===== src/rtl/dbus_arbiter.sv =====
// Two-master, one-slave data-bus arbiter: round-robin on ties, fixed wait-state
// slave access, one-cycle ack with captured read data, and a stall to the core.
module dbus_arbiter #(
    parameter int unsigned ADDR_W      = 8,
    parameter int unsigned DATA_W      = 32,
    parameter int unsigned WAIT_CYCLES = 1
) (
    input  logic                clk,
    input  logic                rst_n,

    input  logic                m0_req,
    input  logic                m0_we,
    input  logic [ADDR_W-1:0]   m0_addr,
    input  logic [DATA_W-1:0]   m0_wdata,
    input  logic [DATA_W/8-1:0] m0_wstrb,
    output logic                m0_ack,
    output logic [DATA_W-1:0]   m0_rdata,
    output logic                m0_stall,

    input  logic                m1_req,
    input  logic                m1_we,
    input  logic [ADDR_W-1:0]   m1_addr,
    input  logic [DATA_W-1:0]   m1_wdata,
    input  logic [DATA_W/8-1:0] m1_wstrb,
    output logic                m1_ack,
    output logic [DATA_W-1:0]   m1_rdata,

    output logic                s_en,
    output logic                s_we,
    output logic [ADDR_W-1:0]   s_addr,
    output logic [DATA_W-1:0]   s_wdata,
    output logic [DATA_W/8-1:0] s_wstrb,
    input  logic [DATA_W-1:0]   s_rdata,

    output logic                grant_id
);

    localparam int unsigned STRB_W = DATA_W / 8;
    localparam int unsigned CNT_W  = (WAIT_CYCLES > 0) ? $clog2(WAIT_CYCLES + 1) : 1;

    typedef enum logic [1:0] {
        IDLE,
        ACCESS,
        ACK
    } state_t;

    state_t             state;
    logic               last_gnt;
    logic [CNT_W-1:0]   cnt;

    logic               winner;
    logic               sel_we;
    logic [ADDR_W-1:0]  sel_addr;
    logic [DATA_W-1:0]  sel_wdata;
    logic [STRB_W-1:0]  sel_wstrb;

    // A tie goes to the master that did not win the previous tie.
    always_comb begin
        winner    = (m0_req & m1_req) ? ~last_gnt : m1_req;
        sel_we    = winner ? m1_we    : m0_we;
        sel_addr  = winner ? m1_addr  : m0_addr;
        sel_wdata = winner ? m1_wdata : m0_wdata;
        sel_wstrb = winner ? m1_wstrb : m0_wstrb;
    end

    assign m0_stall = m0_req & ~m0_ack;

    always_ff @(posedge clk or negedge rst_n) begin
        if (!rst_n) begin
            state    <= IDLE;
            last_gnt <= 1'b1;
            cnt      <= '0;
            grant_id <= 1'b0;
            s_en     <= 1'b0;
            s_we     <= 1'b0;
            s_addr   <= '0;
            s_wdata  <= '0;
            s_wstrb  <= '0;
            m0_ack   <= 1'b0;
            m1_ack   <= 1'b0;
            m0_rdata <= '0;
            m1_rdata <= '0;
        end else begin
            m0_ack <= 1'b0;
            m1_ack <= 1'b0;
            case (state)
                IDLE: begin
                    if (m0_req | m1_req) begin
                        grant_id <= winner;
                        if (m0_req & m1_req) begin
                            last_gnt <= winner;
                        end
                        s_en    <= 1'b1;
                        s_we    <= sel_we;
                        s_addr  <= sel_addr;
                        s_wdata <= sel_wdata;
                        s_wstrb <= sel_we ? sel_wstrb : '0;
                        cnt     <= CNT_W'(WAIT_CYCLES);
                        state   <= ACCESS;
                    end
                end
                ACCESS: begin
                    if (cnt == '0) begin
                        s_en  <= 1'b0;
                        state <= ACK;
                        if (grant_id) begin
                            m1_rdata <= s_rdata;
                            m1_ack   <= 1'b1;
                        end else begin
                            m0_rdata <= s_rdata;
                            m0_ack   <= 1'b1;
                        end
                    end else begin
                        cnt <= cnt - 1'b1;
                    end
                end
                ACK: begin
                    state <= IDLE;
                end
                default: begin
                    state <= IDLE;
                end
            endcase
        end
    end

endmodule


===== config.mk =====
export PLATFORM = sky130hd
export DESIGN_NAME = dbus_arbiter
export DESIGN_NICKNAME = d
export VERILOG_FILES = /design/src/rtl/dbus_arbiter.sv
export SDC_FILE = /design/constraint.sdc
export NUM_CORES = 1
export LEC_CHECK = 0
export CAP_MARGIN = 20
export CORE_MARGIN = 2
export CORE_UTILIZATION = 37
export DETAILED_ROUTE_END_ITERATION = 8
export HOLD_SLACK_MARGIN = 0.02
export PLACE_DENSITY = 0.73
export SETUP_SLACK_MARGIN = 0.3
export SLEW_MARGIN = 0
export SYNTH_ARGS = -nofsm -noshare
export SYNTH_HDL_FRONTEND = slang
export SYNTH_SLANG_ARGS = --single-unit
export TNS_END_PERCENT = 50

===== constraint.sdc =====
create_clock -name clk -period 1.7 [get_ports clk]
set_clock_uncertainty 0.15 [all_clocks]
set_input_delay 0.34 -clock clk [delete_from_list [all_inputs] [get_ports clk]]
set_output_delay 0.34 -clock clk [all_outputs]
set_load 0.01 [all_outputs]

==> run_1/util_map.png <==
(2 px per µm) 12 x 12 tiles, from dark purple (low) to yellow (high), 0 to 100% covered.
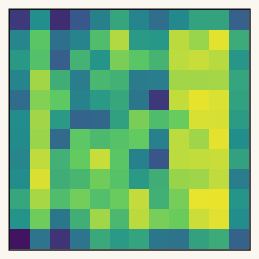
tiles over 75% full	35%
emptiest ninth of the die	top left
mean over tiles	64%
fullest tile	97%
densest ninth of the die	right middle
Initial Util: 37.7%
Final Util: 71.0%
core footprint: 13,100 µm²

==> run_1/ff_map.png <==
(3 px per µm) Other sequential cells in the stronger gray, the rest of the logic in the fainter gray.
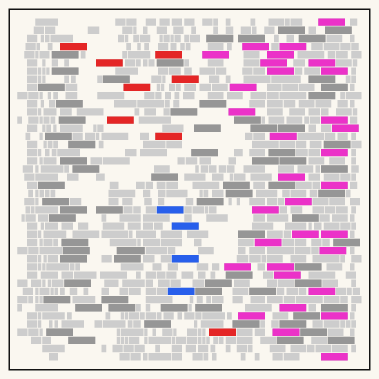
signal	color	placed flops
m1_rdata	magenta	32
s_addr	red	8
s_wstrb	blue	4
not colored	73
fraction of area in registers: 31.4%
register area: 2930 µm²
Seq group: 0.00515 W

==> out/qor.csv, run 1 <==
stage,metric,value,unit
global_route,first-pass GRT wire length,25200,µm
sta,Final WS setup,-0.152,ns
outcome,outcome,"finished, violations left",
yosys,Synth Instances,406,
outcome,failing checks,setup timing,
power,PwrDens,2010,nW/µm²
cts,H-Tree Depth,4,
sta,"Setup violations, final",66,
cts,CTS tree,yes,
critical_path,Buf/Inv on CP,2,
drt,DR DRC count,0,
drt,via/cell ratio,5.03,
power,Leak,4.15,nW
final_layout,most frequent cells in the layout,"clkdlybuf4s50_1 (122), dfrtp_1 (116), nand2_1 (78)",
critical_path,worst r2r src,state[1],
place,routability-driven placement congestion ratio,0.783,
die,Die X,120,µm
yosys,Yosys chip area,4950,µm²
critical_path,CP top delay family,simple AND/OR/NAND/NOR gates,
place,Cells after DPL,818,
drt,via count,4578,
==> run_1/port_trees.png <==
(3 px per µm)
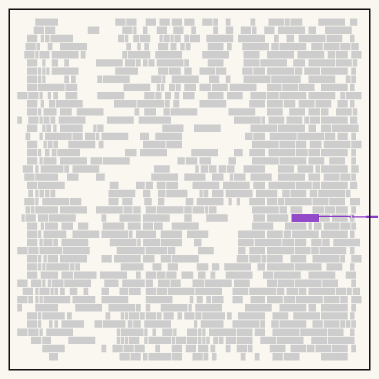
port	color	direction	edge	end cells	buffers	wire
m1_ack	purple	output	right	1	1	16.9 µm
# IOs: 240
Buffers on Ports: 239

-- run 1: Yosys cell counts (3+ instances only) --
master	count	area, µm²
a221o_1	4	40.0
mux2_2	36	405
and4_1	4	35.0
a31oi_1	41	257
nand2_1	87	327
buf_2	4	20.0
mux2_4	29	435
dfrtp_1	116	2900
clkbuf_1	19	71.3
buf_4	3	22.5
a21oi_1	41	205
buf_12	4	80.1
-- run 1: metal layers --
layer  GRT usage, %  vias to the layer above
li1               -                     2068
met1           26.0                     2266
met2           39.0                      211
met3           7.98                       33
met4           9.85                        0
met5              0                        -
-- run 1: sequential cells by signal, summed over array words and instances, names as in the netlist --
signal / cells
last_gnt: 1
state: 2
m1_rdata: 32
m0_ack: 1
s_en: 1
m0_rdata: 32
s_addr: 8
s_wdata: 32
s_we: 1
grant_id: 1
s_wstrb: 4
m1_ack: 1
cnt: 1
-- run 1: worst min-delay path by stage --
| stage | start | to | slack (ns) | depth (start not counted) |
|---|---|---|---|---|
| 2_1_floorplan | rst_n | cnt | -0.11 | 0 |
| 3_3_place_gp | rst_n | m0_rdata[23] | 0.1 | 1 |
| 3_5_place_dp | rst_n | m0_rdata[15] | 0.11 | 1 |
| 4_1_cts | rst_n | m0_rdata[15] | 0.22 | 2 |
| 5_1_grt | rst_n | m1_rdata[18] | 0.23 | 2 |
| 6_report | rst_n | m1_rdata[15] | 0.22 | 2 |
-- run 1: per-stage QoR --
step           power, W  hold slack [ns]  TNS (ns)  instance area [µm²]  worst slack (ns)
5_1_grt          0.0196            0.226    -12.14                 9330            -0.198
4_1_cts          0.0166            0.220     -6.38                 8550            -0.143
3_5_place_dp     0.0129            0.106    -19.47                 7830            -0.407
6_report         0.0188            0.223     -8.04                 9330            -0.152
2_1_floorplan   0.00876           -0.106     -3.43                 5060           -0.0964
3_3_place_gp     0.0127           0.0999    -17.21                 7830            -0.397
-- run 1: power by group --
| group | internal, W | total, W | switching [W] | leakage (nW) |
|---|---|---|---|---|
| Clock | 0.00210 | 0.00334 | 0.00124 | 0.272 |
| Sequential | 0.00423 | 0.00515 | 0.000918 | 1.36 |
| Combinational | 0.00595 | 0.0103 | 0.00432 | 2.52 |
| Total | 0.0123 | 0.0188 | 0.00647 | 4.15 |
-- run 1: kinds of logic (layout without fill, tap and decap cells) --
group | Yosys count | after routing | share of synthesized area, %
xor gates and xnor gates | 1 | 1 | 0.177
muxes | 65 | 65 | 17.0
AOI/OAI and AO/OA | 90 | 90 | 10.8
and+or+nand+nor | 100 | 100 | 8.67
other | 0 | 2 | 0
DFF | 117 | 117 | 59.2
buffers and inverters | 33 | 360 | 4.15
-- run 1: layout make-up --
cell class,instances,area [µm²],share of cell area (%)
Antenna cell,2,5.00,0.0537
Clock buffer,22,474,5.09
Sequential cell,117,2930,31.4
Multi-Input combinational cell,256,2480,26.6
Inverter,3,11.3,0.121
Clock inverter,9,78.8,0.845
Tap cell,176,220,2.36
Timing Repair Buffer,326,3130,33.5
-- run 1: timing repair --
item                                    in CTS  in global routing
gates resized                              526                 64
buffers inserted                            42                  7
endpoints found under the setup margin     228                230
endpoints found under the hold margin      100                  0
cloned                                       1                  9
pin swaps                                   58                 17
hold buffers                                 1                  0
--- run 2 (diff from run 1) ---
==> constraint.sdc (replaced) <==
create_clock -name clk -period 1.7 [get_ports clk]
set_clock_uncertainty 0.15 [all_clocks]
set_input_delay 0.255 -clock clk [delete_from_list [all_inputs] [get_ports clk]]
set_output_delay 0.255 -clock clk [all_outputs]
set_load 0.01 [all_outputs]
==> run_2/port_trees.png <==
(3 px per µm)
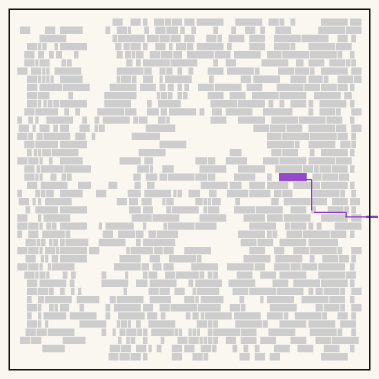
port	color	direction	edge	end cells	buffers	wire
m1_ack	purple	output	right	1	1	31.3 µm

==> run 2 against run 1 <==
  * The run still ends with setup timing left
  * Area after synthesis is the same
  * Die size unchanged
  * Fmax fell by 0.39%
  * Via count decreased by 4.5%
  * Highest routed layer unchanged
  * Final area is 8.1% lower
  * Non-clock buffer count fell by 42
  * Flip-flop count unchanged
  * Global-route usage is 0.93 points lower
  * Routed wire length fell by 12%
  * Clock power rose by 5%
  * Combinational power fell by 22%
==> out/qor.csv, run 2 <==
stage,metric,value,unit,change
die,core footprint,13100,µm²,unchanged
power,PwrDens,1930,nW/µm²,was 2010 nW/µm²
drt,via count,4374,,"was 4,578"
yosys,Synth Instances,406,,unchanged
outcome,failing checks,setup timing,,unchanged
job,Max-Cap Viols,0,,unchanged
global_route,first-pass GRT wire length,24200,µm,"was 25,200 µm"
yosys,most common cell in the netlist,dfrtp_1,,unchanged
yosys,cell taking the most area after synthesis,dfrtp_1,,unchanged
final_layout,register area,2930,µm²,about the same
yosys,"top cells, area","dfrtp_1 (59%), mux2_4 (8.8%), mux2_2 (8.2%), nand2_1 (6.6%), a31oi_1 (5.2%)",,unchanged
critical_path,max incr delay on CP,0.43,ns,about the same
critical_path,worst-path fanout max,8,,was 12
power,Leak,3.83,nW,was 4.15 nW
power,overall power,0.0166,W,was 0.0188 W
yosys,Post-synth top cells,"dfrtp_1 (116), nand2_1 (87), a21oi_1 (41), a31oi_1 (41), mux2_2 (36)",,unchanged
yosys,yosys warns,0,,unchanged
sta,Final WS setup,-0.159,ns,was -0.152 ns
cts,CTS tree,yes,,unchanged
yosys,synthesized area,4950,µm²,unchanged
cts,H-Tree Depth,4,,unchanged
yosys,Yosys chip area,4950,µm²,unchanged
outcome,outcome,"finished, violations left",,unchanged
sta,"Setup violations, final",64,,was 66
die,Initial Util,37.7,%,unchanged
sta,setup TNS,-6.61,ns,was -8.04 ns
sta,final hold slack,0.185,ns,was 0.223 ns
final_layout,Regs by FF count,"m0_rdata (32), m1_rdata (32), s_wdata (32)",,unchanged
place,routability-driven placement congestion ratio,0.786,,was 0.783
die,# IOs,240,,unchanged
place,Post-Place Worst Slack,-0.260,ns,was -0.407 ns
place,Buffers on Ports,239,,unchanged
yosys,Largest type area fraction,58.7,%,unchanged
final_layout,Gate Area,2400,µm²,was 2480 µm²
drt,DR DRC count,0,,unchanged
yosys,syn_area_per_cell,12.2,µm²,unchanged
drt,via/cell ratio,5.04,,was 5.03
die,Die X,120,µm,unchanged
final_layout,most frequent cells in the layout,"clkdlybuf4s50_1 (122), dfrtp_1 (115), buf_2 (113)",,"was clkdlybuf4s50_1 (122), dfrtp_1 (116), nand2_1 (78)"
critical_path,CP startpoint kind,flip-flop,,unchanged
==> run_2/clock_nets.png <==
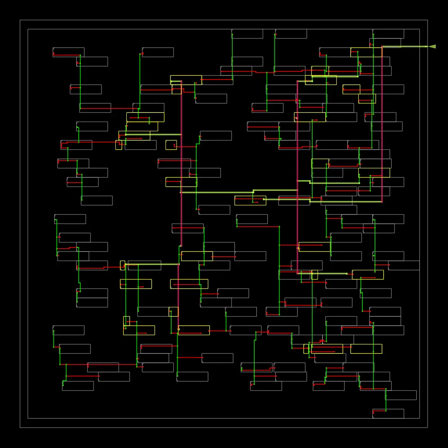
clk pwr: 0.00352 W
total clock buffers created by CTS: 17
clk sinks: 117
flip-flops: 117
Latency at later pin: 0.41 ns

run 2: cell counts after synthesis:
No cell type changed its count.
run 2: area by class of cell:
cell class,instances,share of cell area (%)
Tap cell,176,2.57
Clock buffer,23,5.69
Multi-Input combinational cell,256,28.0
Clock inverter,8,1.15
Antenna cell,1,0.0292
Inverter,3,0.131
Sequential cell,117,34.2
Timing Repair Buffer,284,28.3
run 2: logic make-up (layout without fill, tap and decap cells):
family                    Yosys count  count (layout)  synth area share [%]
AOI/OAI and AO/OA                  90              90                  10.8
xor gates and xnor gates            1               1                 0.177
buffers and inverters              33             318                  4.15
DFF                               117             117                  59.2
muxes                              65              65                  17.0
other                               0               1                     0
and+or+nand+nor                   100             100                  8.67
run 2: critical path: cells and delay by family, from the launching register on:
kind | cells | cell delay [ns]
buffers and inverters | 3 | 0.34
muxes | 1 | 0.30
and+or+nand+nor | 2 | 0.57
DFF | 1 | 0.38
run 2: per-stage QoR:
| stage | util [%] | instances | cell area (µm²) |
|---|---|---|---|
| floorplan | - | 406 | 5060 |
| global placement | 59.7 | 819 | 7840 |
| detailed placement | 59.7 | 819 | 7840 |
| CTS | 62.8 | 866 | 8250 |
| global route | 65.2 | 868 | 8570 |
| finish | 65.2 | 868 | 8570 |
run 2: timing repair:
action	4_1_cts	5_1_grt
pin swaps	58	59
gates cloned	2	0
buffers inserted	13	1
setup endpoints to repair	227	116
hold buffers	1	0
hold endpoints to repair	80	0
resized	509	32
run 2: final timing paths:
check	end	slack [ns]	start	cells after the start
worst max register to register	m0_rdata[22]	-0.16	cnt	6
worst min-delay path	m0_rdata[20]	0.18	rst_n	2
worst max-delay path	m0_rdata[22]	-0.16	cnt	6
min in group clk	last_gnt	0.22	m1_req	4
max in group asynchronous	s_addr[3]	0.63	rst_n	3
worst min register to register	s_en	0.33	s_en	2
run 2: power breakdown:
group	total [W]	switching [W]	internal [W]
clock network	0.00352	0.00123	0.00230
registers	0.00505	0.000819	0.00423
logic	0.00801	0.00371	0.00430
run 2: per-layer routing:
metal / up-vias / track usage (%) / part of all wire, %
met5: - / 0 / 0
met3: 28 / 7.94 / 8.4
met1: 2158 / 25.3 / 40
met2: 204 / 37.0 / 49
li1: 1984 / - / -
met4: 0 / 9.19 / 2.2
No activity file was given, so power comes from the tool's default toggle rates.
